==> config.mk <==
export PLATFORM = sky130hd
export DESIGN_NAME = subneg_exec_flat
export DESIGN_NICKNAME = d
export VERILOG_FILES = /design/src/rtl/subneg_pkg.sv /design/src/rtl/subneg_if.sv /design/src/rtl/subneg_sub.sv /design/src/rtl/subneg_exec.sv /design/src/flat_wrapper.sv
export SDC_FILE = /design/constraint.sdc
export NUM_CORES = 1
export LEC_CHECK = 0
export ABC_CLOCK_PERIOD_IN_PS = 2100
export CORE_ASPECT_RATIO = 1.2
export CORE_MARGIN = 3
export CORE_UTILIZATION = 40
export DETAILED_ROUTE_END_ITERATION = 12
export GPL_TIMING_DRIVEN = 0
export HOLD_SLACK_MARGIN = 0.06
export PLACE_DENSITY = 0.77
export SYNTH_ARGS = -nofsm -noshare
export SYNTH_HDL_FRONTEND = slang
export SYNTH_SLANG_ARGS = --single-unit
==> constraint.sdc <==
create_clock -name clk -period 2.1 [get_ports clk]
set_input_delay 0.42 -clock clk [delete_from_list [all_inputs] [get_ports clk]]
set_output_delay 0.42 -clock clk [all_outputs]
set_load 0.1 [all_outputs]
==> src/rtl/subneg_pkg.sv <==
// subneg_pkg: shared types and default widths for the SUBNEG execution unit.
//   exec_state_t : IDLE (accepting), BUSY (computing), DONE (holding result)
//   DATA_W, PC_W : default operand and program-counter widths
// Optional feature macro used across the slice: SUBNEG_OVF_EN (adds ovf output,
// makes neg the true sign of b - a).
package subneg_pkg;
  localparam int DATA_W = 8;
  localparam int PC_W   = 8;

  typedef enum logic [1:0] {
    IDLE = 2'd0,
    BUSY = 2'd1,
    DONE = 2'd2
  } exec_state_t;
endpackage

==> src/rtl/subneg_if.sv <==
// subneg_if: operand/result handshake bundle for subneg_exec.
//   in channel : in_valid/in_ready, a, b, pc, target
//   out channel: out_valid/out_ready, result, neg, next_pc (+ ovf with SUBNEG_OVF_EN)
//   master : operand fetch / writeback side; slave : the execution unit.
interface subneg_if #(
  parameter int WIDTH = 8,
  parameter int PC_W  = 8
);
  logic             in_valid;
  logic             in_ready;
  logic [WIDTH-1:0] a;
  logic [WIDTH-1:0] b;
  logic [PC_W-1:0]  pc;
  logic [PC_W-1:0]  target;
  logic             out_valid;
  logic             out_ready;
  logic [WIDTH-1:0] result;
  logic             neg;
  logic [PC_W-1:0]  next_pc;
`ifdef SUBNEG_OVF_EN
  logic             ovf;

  modport master (output in_valid, a, b, pc, target, out_ready,
                  input  in_ready, out_valid, result, neg, next_pc, ovf);
  modport slave  (input  in_valid, a, b, pc, target, out_ready,
                  output in_ready, out_valid, result, neg, next_pc, ovf);
`else
  modport master (output in_valid, a, b, pc, target, out_ready,
                  input  in_ready, out_valid, result, neg, next_pc);
  modport slave  (input  in_valid, a, b, pc, target, out_ready,
                  output in_ready, out_valid, result, neg, next_pc);
`endif
endinterface

==> src/rtl/subneg_sub.sv <==
// subneg_sub: combinational signed subtractor, diff = b - a (wrapped).
//   a, b : signed operands (two's complement)
//   diff : wrapped difference
//   sign : branch sign; with SUBNEG_OVF_EN the true sign of the
//          mathematical difference, otherwise diff's msb
//   ovf  : signed overflow (only with SUBNEG_OVF_EN)
module subneg_sub #(
  parameter int WIDTH = 8
) (
  input  logic [WIDTH-1:0] a,
  input  logic [WIDTH-1:0] b,
  output logic [WIDTH-1:0] diff,
`ifdef SUBNEG_OVF_EN
  output logic             ovf,
`endif
  output logic             sign
);
  assign diff = b - a;

`ifdef SUBNEG_OVF_EN
  // Overflow only possible when operand signs differ; then the wrapped
  // result's sign disagrees with the minuend's.
  assign ovf  = (a[WIDTH-1] != b[WIDTH-1]) && (diff[WIDTH-1] != b[WIDTH-1]);
  assign sign = diff[WIDTH-1] ^ ovf;
`else
  assign sign = diff[WIDTH-1];
`endif
endmodule

==> src/rtl/subneg_exec.sv <==
// subneg_exec: subtract-and-branch-if-negative execution unit.
//   clk, rst_n : clock, synchronous active-low reset
//   bus        : subneg_if.slave -- operands a/b, pc, target in;
//                result = b - a, neg, next_pc = neg ? target : pc+1 out
//                (ovf out as well when SUBNEG_OVF_EN is defined)
// One transaction at a time: IDLE accepts, BUSY computes, DONE holds the
// registered result until out_ready.
module subneg_exec
  import subneg_pkg::*;
#(
  parameter int WIDTH = DATA_W,
  parameter int PC_W  = subneg_pkg::PC_W
) (
  input  logic     clk,
  input  logic     rst_n,
  subneg_if.slave  bus
);
  exec_state_t      state_q, state_d;
  logic [WIDTH-1:0] a_q, a_d, b_q, b_d;
  logic [PC_W-1:0]  pc_q, pc_d, tgt_q, tgt_d;
  logic [WIDTH-1:0] result_q, result_d;
  logic             neg_q, neg_d;
  logic [PC_W-1:0]  next_pc_q, next_pc_d;
  logic [WIDTH-1:0] diff;
  logic             sign;
`ifdef SUBNEG_OVF_EN
  logic             sub_ovf;
  logic             ovf_q, ovf_d;
`endif

  subneg_sub #(.WIDTH(WIDTH)) u_sub (
    .a    (a_q),
    .b    (b_q),
    .diff (diff),
`ifdef SUBNEG_OVF_EN
    .ovf  (sub_ovf),
`endif
    .sign (sign)
  );

  always_comb begin
    state_d   = state_q;
    a_d       = a_q;
    b_d       = b_q;
    pc_d      = pc_q;
    tgt_d     = tgt_q;
    result_d  = result_q;
    neg_d     = neg_q;
    next_pc_d = next_pc_q;
`ifdef SUBNEG_OVF_EN
    ovf_d     = ovf_q;
`endif
    case (state_q)
      IDLE: if (bus.in_valid) begin
        a_d     = bus.a;
        b_d     = bus.b;
        pc_d    = bus.pc;
        tgt_d   = bus.target;
        state_d = BUSY;
      end
      BUSY: begin
        result_d  = diff;
        neg_d     = sign;
        next_pc_d = sign ? tgt_q : pc_q + 1'b1;  // pc+1 wraps naturally
`ifdef SUBNEG_OVF_EN
        ovf_d     = sub_ovf;
`endif
        state_d   = DONE;
      end
      DONE: if (bus.out_ready) state_d = IDLE;
      default: state_d = IDLE;
    endcase
  end

  always_ff @(posedge clk) begin
    if (!rst_n) begin
      state_q   <= IDLE;
      a_q       <= '0;
      b_q       <= '0;
      pc_q      <= '0;
      tgt_q     <= '0;
      result_q  <= '0;
      neg_q     <= 1'b0;
      next_pc_q <= '0;
`ifdef SUBNEG_OVF_EN
      ovf_q     <= 1'b0;
`endif
    end else begin
      state_q   <= state_d;
      a_q       <= a_d;
      b_q       <= b_d;
      pc_q      <= pc_d;
      tgt_q     <= tgt_d;
      result_q  <= result_d;
      neg_q     <= neg_d;
      next_pc_q <= next_pc_d;
`ifdef SUBNEG_OVF_EN
      ovf_q     <= ovf_d;
`endif
    end
  end

  // in_ready is gated by rst_n so nothing is offered while reset is held.
  assign bus.in_ready  = rst_n && (state_q == IDLE);
  assign bus.out_valid = (state_q == DONE);
  assign bus.result    = result_q;
  assign bus.neg       = neg_q;
  assign bus.next_pc   = next_pc_q;
`ifdef SUBNEG_OVF_EN
  assign bus.ovf       = ovf_q;
`endif
endmodule
==> src/flat_wrapper.sv <==
// flat-port wrapper written by rule: the top's interface ports become plain ports
module subneg_exec_flat import subneg_pkg::*;
#(
  parameter int WIDTH = DATA_W,
  parameter int PC_W  = subneg_pkg::PC_W
)
  (clk, rst_n, bus_in_valid, bus_a, bus_b, bus_pc, bus_target, bus_out_ready, bus_in_ready, bus_out_valid, bus_result, bus_neg, bus_next_pc);
  subneg_if #(.WIDTH(WIDTH), .PC_W(PC_W)) bus_i ();
  input  logic clk;
  input  logic rst_n;
  input wire logic [$bits(bus_i.in_valid)-1:0] bus_in_valid;
  input wire logic [$bits(bus_i.a)-1:0] bus_a;
  input wire logic [$bits(bus_i.b)-1:0] bus_b;
  input wire logic [$bits(bus_i.pc)-1:0] bus_pc;
  input wire logic [$bits(bus_i.target)-1:0] bus_target;
  input wire logic [$bits(bus_i.out_ready)-1:0] bus_out_ready;
  output wire logic [$bits(bus_i.in_ready)-1:0] bus_in_ready;
  output wire logic [$bits(bus_i.out_valid)-1:0] bus_out_valid;
  output wire logic [$bits(bus_i.result)-1:0] bus_result;
  output wire logic [$bits(bus_i.neg)-1:0] bus_neg;
  output wire logic [$bits(bus_i.next_pc)-1:0] bus_next_pc;
  assign bus_i.in_valid = bus_in_valid;
  assign bus_i.a = bus_a;
  assign bus_i.b = bus_b;
  assign bus_i.pc = bus_pc;
  assign bus_i.target = bus_target;
  assign bus_i.out_ready = bus_out_ready;
  assign bus_in_ready = bus_i.in_ready;
  assign bus_out_valid = bus_i.out_valid;
  assign bus_result = bus_i.result;
  assign bus_neg = bus_i.neg;
  assign bus_next_pc = bus_i.next_pc;
  subneg_exec #(.WIDTH(WIDTH), .PC_W(PC_W)) u_core (.clk(clk), .rst_n(rst_n), .bus(bus_i));
endmodule
Supply network:
The bar under the picture is 20 um long. Pins as bars on the die edge.
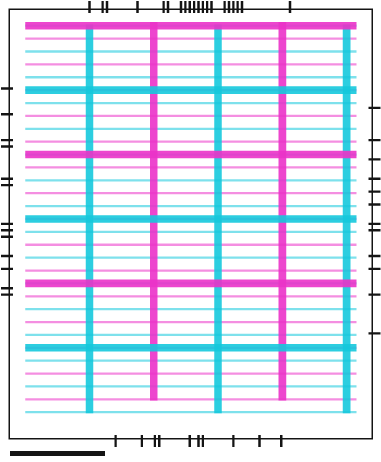
net	color
VDD	magenta
VSS	cyan
met4 straps	5
met1 rails	31
signal pins	55
rows	30
met5 straps	6
overall die width: 76.3 um
die outline height: 90.4 um
placeable core region: 0.00571 mm2
peak ir drop on the vdd network: 0.000460 V

Placement by cell class:
The bar under the picture is 20 um long.
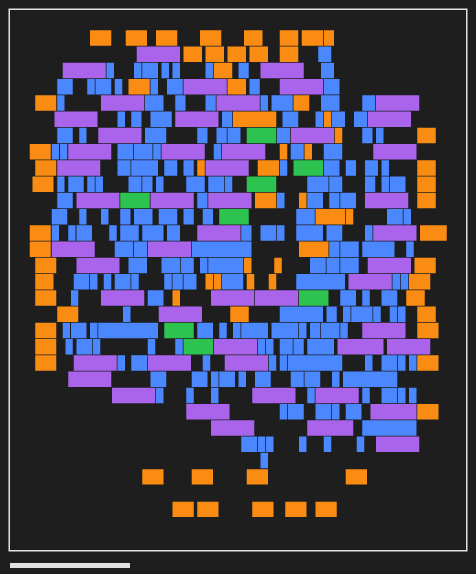
class	color	cells
registers	purple	50
remaining buffers and delay cells	orange	71
remaining logic cells	blue	208
clock drivers and dummy loads	green	8

Routed clock nets over the placement:
The bar under the picture is 20 um long.
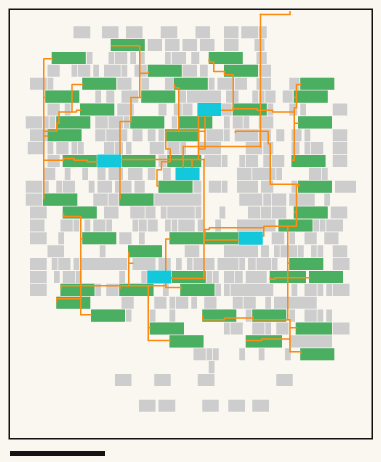
[flip-flops] green | count: 50
[clock wires] orange | length: 583 um
[clock-net drivers] cyan | count: 5
routed clock nets	6
Max Clock Skew: 7.85 ps
part of the total power dissipated in the clock network: 27.0%
power consumed by the clock network: 0.646 mW
clk_lat worst skew: 300 ps

==> run notes <==
Results of the full flow below.

Layout:
- By instance count after routing, the leading logic cell types are sky130_fd_sc_hd__nand2_1, sky130_fd_sc_hd__dfxtp_1, sky130_fd_sc_hd__clkdlybuf4s50_1.
- The number of multi-input combinational cells in the layout is 200.
- The run puts the share of cells above drive strength 1 at 8.90%.
- The run gives the clock buffer count in the final layout as 8.
- The run gives the area taken by flip-flops and latches as 0.00100 mm2.
- The run puts the antenna diode count at 0.
- After layout the clock buffers and inverters come to 3.47% of cell area.
- The run puts the layout overhead on the synthesized area at 33.9%.
- The layout has 8 inverters outside the clock class.
- By area, logic gates come first.
- The run puts the utilization after layout at 55.7%.
- The run puts the number of signal-net buffers in the layout at 71.
- The run puts the final-layout fill cell count at 542.
- The run puts the share of cell area taken by flip-flops and latches at 31.6%.

Synth:
- The run puts the post-synthesis mux area share at 1.27%.
- The synthesis run shows the most used standard cells to be sky130_fd_sc_hd__nand2_1, sky130_fd_sc_hd__dfxtp_1, sky130_fd_sc_hd__a21boi_0.
- For this run, asynchronously set or reset flops after synthesis account for 0%.
- The run gives the area share of fa/ha/maj cells after synthesis as 5.06%.
- The run puts the number of warnings issued by yosys at 0.
- Of the total synthesized cell area, the portion taken by AND-OR and OR-AND cells is 19.3%.
- The run gives the area of the mapped netlist as 0.00237 mm2.
- The run gives the top cell type's share of synthesized area as 42.2%.
- The run gives the yosys cell count as 275.
- The run gives the net count after synthesis as 320.
- By area, the combinational part of the netlist is dominated by simple AND/OR/NAND/NOR gates.
- The run gives the distinct cell type count after synthesis as 38.
- In this run, synthesis inferred 0 flip-flops with an integrated enable.
- The cell-mix breakdown from Yosys lists the XOR/XNOR area share as 6.70%.

Critical path:
- The worst setup path is of the flop to output port kind.
- In this design, the largest share of critical-path delay is due to buffers and inverters.
- The run gives the arrival time at the worst endpoint as 1600 ps.
- The worst setup path is captured at an output port.
- The run puts the number of buffer and inverter instances along the worst setup path at 2.
- OpenSTA lists the critical path startpoint as u_core.bus.neg$_SDFFE_PN0N_.
- The run gives the cell depth of the worst flop-to-flop path as 7.
- The worst register-to-register path begins at u_core.a_q[4]$_SDFFE_PN0P_.
- The run gives the number of stages on the worst setup path as 2.
- The run gives the termination of the worst setup path as bus_result[7].

Detailed routing:
- The run gives the count of TritonRoute iterations in the first routing pass as 4.
- The run gives the total length of routed met2 wires as 2.89 mm.
- For this block, the initial DRC count from the detailed router was 51.
- The DRC violation total left in the routed layout is recorded as 0.
- The run puts the via density per instance at 4.87.
- After detailed routing, the average wire length per cell comes to 13.2 um.

Die:
- In the floorplan report the effective utilization is 41.6%.
- The run gives the area of the die as 0.00689 mm2.
- The run gives the tap cell count as 80.
- The run puts the number of placed I/O pins at 55.

Hold path:
- The run gives the end point of the worst hold path as u_core.bus.next_pc[3]$_SDFFE_PN0N_.
- In this run the most critical hold path is launched from u_core.bus.next_pc[3]$_SDFFE_PN0N_.

Place:
- The run gives the worst slack at placement as -1370 ps.
- In this run the tool buffered the top-level ports with 54 buffer cells.
- The number of placed instances, taps included, is 409.
- The run gives the cell area after placement as 0.00302 mm2.

Timing:
- The run puts the final critical path time including I/O delays and setup at 2020 ps.
- The critical path in the final layout is reported with a setup slack of 77.8 ps.
- The run gives the measured slew at the worst slew-check pin as 983 ps.
- The final max-slew violation count recorded for this run is 0.
- The run gives the final period utilization as 96.3%.

Power:
- Of the total power, the share spent switching nets is 32.7%.
- The largest share of the power goes to registers.
- The run gives the leakage dissipation as 1.30 nW.
- The run puts the internal power at 1.61 mW.
- Overall power consumption after layout is estimated at 2.39 mW.
- The run puts the power density of the placed cells at 753 mW/mm2.

Run status:
- The run finished with clean final reports.

Run:
- The run puts the max-capacitance violation count at 0.
- The run puts the total number of warnings across the stage logs at 27.

Clocking:
- Per the CTS log, the root buffer master is sky130_fd_sc_hd__clkbuf_8.
- The run gives the clock-pin slew reported for the worst setup and hold paths after clock tree synthesis as 90 ps.
- The run gives the quantity of hold-fixing buffers added after cts as 0.
- The run gives the post-CTS setup buffer count as 0.
- The clock passes through at most 2 buffers.
- Post-CTS repair changed the size of 36 cells.

GRT:
- The layer flagged by global routing as most heavily used is met2.
- The run puts the met2 capacity usage during global routing at 30.4%.
- The run puts the routing usage on met1 at 17.6%.
Power is estimated from default activity; no workload was simulated.
